**Run 1: routed metal, one colour a layer**

Bar = 50 um.
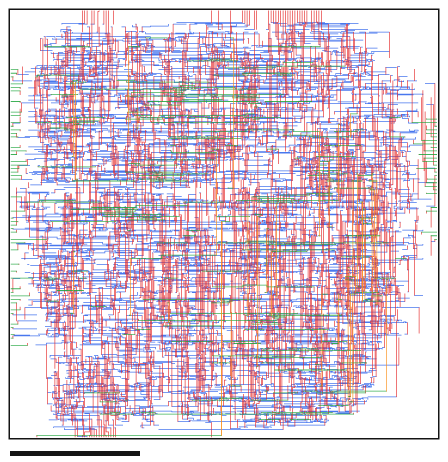
**Run 1: pin map**

Pins as bars across the die edge, other pins in grey.
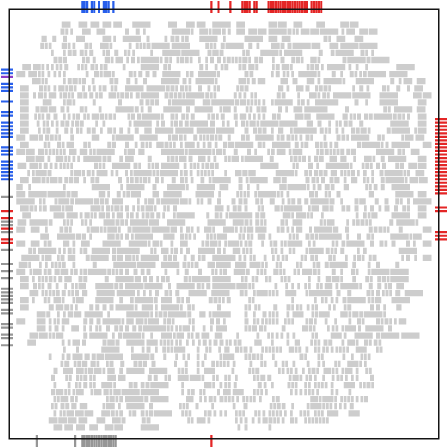
**Run 1: cell outlines without signal wires**

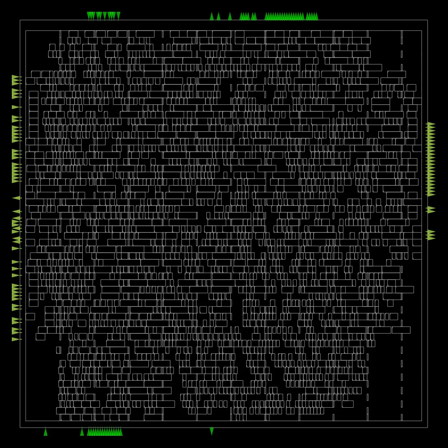
**Run 1: clock network drawn from the DEF**

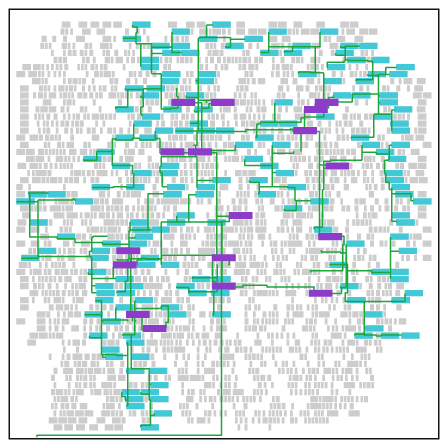
`src/rtl/div.sv`:
```
// div: multi-cycle 32-bit radix-2 restoring divider for DIV / DIVU.
// The 64-bit result is {remainder, quotient}, written to HI/LO downstream.
// A divide takes 33 cycles after the request is accepted: 32 restoring
// steps followed by one sign-fix cycle. annul_i aborts an in-flight divide.
module div (
  input  logic        clk,
  input  logic        rst,
  input  logic        signed_div_i,
  input  logic [31:0] opdata1_i,
  input  logic [31:0] opdata2_i,
  input  logic        start_i,
  input  logic        annul_i,
  output logic [63:0] result_o,
  output logic        ready_o
);

  typedef enum logic [1:0] {
    DIV_FREE,
    DIV_BY_ZERO,
    DIV_ON,
    DIV_END
  } state_e;

  state_e      state_q, state_d;
  logic [5:0]  cnt_q, cnt_d;
  // Working register: [64:33] partial remainder, [31:0] quotient/dividend.
  logic [64:0] work_q, work_d;
  logic [31:0] divisor_q, divisor_d;
  logic        quot_neg_q, quot_neg_d;
  logic        rem_neg_q, rem_neg_d;
  logic [63:0] result_q, result_d;
  logic        ready_q, ready_d;

  logic [31:0] op1_abs;
  logic [31:0] op2_abs;
  logic [32:0] trial;
  logic [31:0] quot_fix;
  logic [31:0] rem_fix;

  // Operand magnitudes, restoring trial subtraction and final sign fix.
  always_comb begin
    op1_abs  = (signed_div_i && opdata1_i[31]) ? (~opdata1_i + 32'd1) : opdata1_i;
    op2_abs  = (signed_div_i && opdata2_i[31]) ? (~opdata2_i + 32'd1) : opdata2_i;
    trial    = {1'b0, work_q[63:32]} - {1'b0, divisor_q};
    quot_fix = quot_neg_q ? (~work_q[31:0] + 32'd1) : work_q[31:0];
    rem_fix  = rem_neg_q ? (~work_q[64:33] + 32'd1) : work_q[64:33];
  end

  // Next-state and next-output logic for the divider FSM.
  always_comb begin
    // NOTE: every _d starts as its _q so no path through the case leaves a
    // signal unassigned; otherwise synthesis would infer a latch.
    state_d    = state_q;
    cnt_d      = cnt_q;
    work_d     = work_q;
    divisor_d  = divisor_q;
    quot_neg_d = quot_neg_q;
    rem_neg_d  = rem_neg_q;
    result_d   = result_q;
    ready_d    = ready_q;

    unique case (state_q)
      DIV_FREE: begin
        result_d = 64'd0;
        ready_d  = 1'b0;
        if (start_i && !annul_i) begin
          if (opdata2_i == 32'd0) begin
            state_d = DIV_BY_ZERO;
          end else begin
            state_d    = DIV_ON;
            cnt_d      = 6'd0;
            // The extra low zero lets the first step shift the dividend MSB
            // into the partial remainder.
            work_d     = {32'd0, op1_abs, 1'b0};
            divisor_d  = op2_abs;
            quot_neg_d = signed_div_i & (opdata1_i[31] ^ opdata2_i[31]);
            rem_neg_d  = signed_div_i & opdata1_i[31];
          end
        end
      end

      DIV_BY_ZERO: begin
        // Architecturally unpredictable; this core returns zero.
        state_d  = DIV_END;
        result_d = 64'd0;
        ready_d  = 1'b1;
      end

      DIV_ON: begin
        if (annul_i) begin
          state_d  = DIV_FREE;
          cnt_d    = 6'd0;
          result_d = 64'd0;
          ready_d  = 1'b0;
        end else if (cnt_q != 6'd32) begin
          if (trial[32]) begin
            work_d = {work_q[63:0], 1'b0};
          end else begin
            work_d = {trial[31:0], work_q[31:0], 1'b1};
          end
          cnt_d = cnt_q + 6'd1;
        end else begin
          state_d  = DIV_END;
          cnt_d    = 6'd0;
          result_d = {rem_fix, quot_fix};
          ready_d  = 1'b1;
        end
      end

      DIV_END: begin
        // annul_i is deliberately ignored: the result is already committed.
        if (!start_i) begin
          state_d  = DIV_FREE;
          result_d = 64'd0;
          ready_d  = 1'b0;
        end
      end

      default: begin
        state_d  = DIV_FREE;
        result_d = 64'd0;
        ready_d  = 1'b0;
      end
    endcase
  end

  // State register with synchronous reset that overrides start and annul.
  always_ff @(posedge clk) begin
    // NOTE: non-blocking assignments so every flop samples the pre-edge
    // values of the others, independent of statement order.
    if (rst) begin
      state_q    <= DIV_FREE;
      cnt_q      <= 6'd0;
      work_q     <= 65'd0;
      divisor_q  <= 32'd0;
      quot_neg_q <= 1'b0;
      rem_neg_q  <= 1'b0;
      result_q   <= 64'd0;
      ready_q    <= 1'b0;
    end else begin
      state_q    <= state_d;
      cnt_q      <= cnt_d;
      work_q     <= work_d;
      divisor_q  <= divisor_d;
      quot_neg_q <= quot_neg_d;
      rem_neg_q  <= rem_neg_d;
      result_q   <= result_d;
      ready_q    <= ready_d;
    end
  end

  assign result_o = result_q;
  assign ready_o  = ready_q;

endmodule

```
`config.mk`:
```
export PLATFORM = sky130hd
export DESIGN_NAME = div
export DESIGN_NICKNAME = d
export VERILOG_FILES = /design/src/rtl/div.sv
export SDC_FILE = /design/constraint.sdc
export NUM_CORES = 1
export LEC_CHECK = 0
export ABC_AREA = 1
export CORE_MARGIN = 2
export CORE_UTILIZATION = 50
export CTS_BUF_LIST = sky130_fd_sc_hd__clkbuf_16
export DETAILED_ROUTE_END_ITERATION = 10
export PLACE_DENSITY = 0.75
export SETUP_SLACK_MARGIN = 0.5
export SYNTH_ARGS = -nofsm -noshare
export SYNTH_HDL_FRONTEND = slang
export SYNTH_SLANG_ARGS = --single-unit
```
`constraint.sdc`:
```
create_clock -name clk -period 4.55 [get_ports clk]
set_input_delay 1.1375 -clock clk [delete_from_list [all_inputs] [get_ports clk]]
set_output_delay 1.1375 -clock clk [all_outputs]
set_load 0.01 [all_outputs]
```
==> results.sh, run 1 <==
# physical design summary
export IMPL_whs_path_depth=2
export IMPL_final_nets=2360
export IMPL_hold_class="reg -> reg"
export IMPL_grt_max_degree=70
export IMPL_path_delay_family="simple AND/OR/NAND/NOR gates"
export IMPL_seq_power_share_pct=31.6
export IMPL_place_ws_ns=0.922
export IMPL_cts_clk_slew_worst_paths_ns=0.07
export IMPL_power_frac_comb_pct=45.7
export IMPL_status="completed"
export IMPL_cts_sinks=172
export IMPL_met1Wirelength_um=18800
export IMPL_cts_resized=0
export IMPL_clock_fmax_ghz=0.307
export IMPL_ctsHoldBuffers=0
export IMPL_path_max_fanout=28
export IMPL_grtUsageMet1_pct=43.6
export IMPL_grt_pass1_vias=12800
export IMPL_cp_data_required_time_ns=4.91
export IMPL_finalClockPeriodUsage_pct=71.5
export IMPL_ios=134
export IMPL_p_clk_share_pct=22.7
export IMPL_crit_type="in -> reg"
export IMPL_cp_depth=14
export IMPL_p_switching_mw=2.92
export IMPL_edf_count=0
export IMPL_pg_seq_mw=1.99
export IMPL_arrival_ns=3.62
export IMPL_hold_end="result_o[27]$_SDFFE_PP0P_"
export IMPL_fin_area_sq_mm=0.0149
export IMPL_peakVddDrop_v=0.000296
export IMPL_wl_met3_um=3080
export IMPL_grt_pass1_wl_um=65400
export IMPL_yosys_area_sq_mm=0.0129
export IMPL_power_mw=6.30
export IMPL_synth_nets=2273
export IMPL_ff_type="dfxtp_1"
export IMPL_netlist_area_sq_mm=0.0129
export IMPL_place_congestion=0.963
export IMPL_post_cts_repair_setup_buffers=0
export IMPL_synth_avg_cell_area_sq_um=5.98
export IMPL_cp_start_kind="input pin"
export IMPL_holdWs_ns=0.465
export IMPL_htreeDepth=4
-- 'routed metal, one colour a layer' (at the start) --
| colour | layer | wire length |
|---|---|---|
| blue | M1 | 18800 um |
| orange | M4 | 1190 um |
| green | M3 | 3080 um |
| red | M2 | 17400 um |
wire per inst: 15.6 um
vias: 13900
Post-Route WL: 40400 um

-- 'pin map' (at the start) --
| colour | port | pins | direction | edge |
|---|---|---|---|---|
| purple | signed_div_i | 1 | input | left |
| red | result_o | 64 | output | 31 top, 27 right, 5 left, 1 bottom |
| blue | opdata1_i | 32 | input | 22 left, 10 top |
all pins by edge: 48 left, 41 top, 27 right, 18 bottom
Die W: 165 um
die span in y: 165 um
I/O Buffers: 133

-- 'cell outlines without signal wires' (at the start) --
sequential cells: 172
Seq area share: 23.1%
fill count: 2593
Post-Layout Cell Count: 2590
Rows: 58

-- 'clock network drawn from the DEF' (at the start) --
[cyan] flip-flops | count: 172
[green] clock wires | length: 2210 um
[purple] clock-net drivers | count: 17
flops lie: all over the die
Clock Power: 1.43 mW
Worst Skew: 0.0141 ns

[run 1: cells by family after synthesis]
logic type | Yosys count | share of synthesized area (%)
AND/OR/NAND/NOR | 1111 | 36.8
adder cells (fa/ha/maj) | 44 | 4.32
buffers and inverters | 398 | 12.4
flip-flops | 172 | 26.6
XOR/XNOR | 71 | 4.81
AND-OR/OR-AND | 364 | 15.1
[run 1: registers in the layout, summed over array words and instances, names as in the netlist]
register    cells
quot_neg_q      1
cnt_q           6
state_q         2
divisor_q      32
ready_o         1
work_q         65
rem_neg_q       1
result_o       64
[run 1: cell type report]
class	count	area, sq um	share of cell area (%)
multi-input combinational	1590	7880	52.8
sequential	172	3440	23.1
clock buffer	17	425	2.85
clock inverter	15	149	0.997
tap	330	413	2.76
inverter	321	1200	8.07
timing repair buffer	145	1420	9.50
## Run 2: what changed since run 1
==> constraint.sdc (replaced) <==
create_clock -name clk -period 3 [get_ports clk]
set_input_delay 0.75 -clock clk [delete_from_list [all_inputs] [get_ports clk]]
set_output_delay 0.75 -clock clk [all_outputs]
set_load 0.01 [all_outputs]
**Run 2: port wiring**

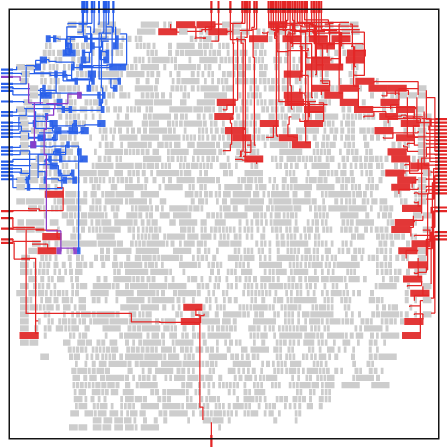
| colour | port | bits | direction | end cells | buffers | wire |
|---|---|---|---|---|---|---|
| red | result_o | 64 | output | 64 | 64 | 2400 um |
| purple | signed_div_i | 1 | input | 4 | 2 | 125 um |
| blue | opdata1_i | 32 | input | 70 | 32 | 1020 um |
IO Pins: 134

==> run 2 against run 1 <==
Sequential power rose by 51%; critical path depth fell by 1; final cell count rose by 1.6%; worst setup slack got worse by 0.74 ns; final area rose by 4.1%; sequential share of layout area fell by 0.88 points; clock skew rose by 0.00099 ns; non-clock buffer count rose by 40; hold slack got worse by 0.00065 ns; first-iteration DRC count rose by 13%; largest cell class unchanged; largest power group unchanged.
==> results.sh, run 2 <==
# physical design summary
export IMPL_routedWlPerCell_um=15.5
export IMPL_ys_sh_adder_pct=4.32
export IMPL_clock_skew_final_ns=0.0151
export IMPL_grt_pass1_vias=12800
export IMPL_pg_seq_mw=3.00
export IMPL_cts_resized=7
export IMPL_top_register="work_q"
export IMPL_ys_sh_aoi_pct=15.1
export IMPL_vias=14300
export IMPL_yosys_area_sq_mm=0.0129
export IMPL_p_switching_mw=4.60
export IMPL_fin_area_sq_mm=0.0155
export IMPL_clock_fmax_ghz=0.410
export IMPL_power_frac_comb_pct=47.8
export IMPL_largest_reg_flops=65
export IMPL_p_clk_share_pct=22.2
export IMPL_place_ws_ns=-0.0168
export IMPL_mux_share_pct=0
export IMPL_whs_path_depth=2
export IMPL_final_max_slew_viol_count=0
export IMPL_post_cts_repair_setup_buffers=4
export IMPL_min_period_ns=2.44
export IMPL_path_delay_family="buffers and inverters"
export IMPL_arrival_ns=2.75
export IMPL_simple_gate_share_pct=36.8
export IMPL_netlist_area_sq_mm=0.0129
export IMPL_edf_count=0
export IMPL_synth_most_common_cell="nand2_1"
export IMPL_status="completed"
export IMPL_seq_power_share_pct=30.0
export IMPL_finalClockPeriodUsage_pct=81.3
export IMPL_p_comb_mw=4.77
export IMPL_top_logic_kind="simple AND/OR/NAND/NOR gates"
export IMPL_grt_max_degree=117
export IMPL_yosysTopAreaCell="dfxtp_1"
export IMPL_fillers=2399
export IMPL_yosysUniqueCellTypes=48
export IMPL_fp_util_pct=51.2
export IMPL_endpoint="divisor_q[22]$_SDFFE_PP0P_"
export IMPL_cts_clk_slew_worst_paths_ns=0.07
export IMPL_final_nets=2401
export IMPL_peakVddDrop_v=0.000468
export IMPL_cp_start_kind="input pin"
export IMPL_crit_type="in -> reg"
export IMPL_pg_clk_mw=2.22
export IMPL_top_cells_by_count="nand2_1 (644), inv_1 (304), nand3_1 (212)"
export IMPL_die_w_um=165
export IMPL_grt_pass1_wl_um=64700
export IMPL_synth_avg_cell_area_sq_um=5.98
export IMPL_ys_sh_xor_pct=4.81
export IMPL_place_congestion=0.980
export IMPL_cts_sinks=172
export IMPL_synth_nets=2273
export IMPL_hold_end="result_o[43]$_SDFFE_PP0P_"
export IMPL_cp_depth=13
export IMPL_final_cells=2631
export IMPL_wirelength_um=40900
export IMPL_ctsHoldBuffers=0
export IMPL_path_max_fanout=58
export IMPL_port_buffers=133
export IMPL_cts_tree="done"
export IMPL_power_mw=9.99
export IMPL_htreeDepth=4
export IMPL_die_y_um=165
export IMPL_swShare_pct=46.0
export IMPL_cp_data_required_time_ns=3.31
export IMPL_grt_usage_pct=30.0
export IMPL_holdWs_ns=0.465
-- run 2: per-layer routing --
| layer | vias up | part of all wire, % | wire length [um] | track usage (%) |
|---|---|---|---|---|
| met2 | 586 | 44 | 17800 | 46.2 |
| met4 | 0 | 2.4 | 967 | 9.49 |
| met5 | - | 0 | 0 | 0 |
| met3 | 72 | 7.8 | 3180 | 4.19 |
| li1 | 7142 | - | - | - |
| met1 | 6514 | 46 | 18900 | 43.2 |
-- run 2: area by class of cell --
class	count	area [sq um]	area share, %
multi-input combinational	1591	7970	51.3
inverter	321	1200	7.75
sequential	172	3450	22.2
tap	330	413	2.66
timing repair buffer	185	1930	12.4
clock buffer	17	425	2.74
clock inverter	15	154	0.990
Power figures rest on the tool's default switching activity, not on a simulated workload.
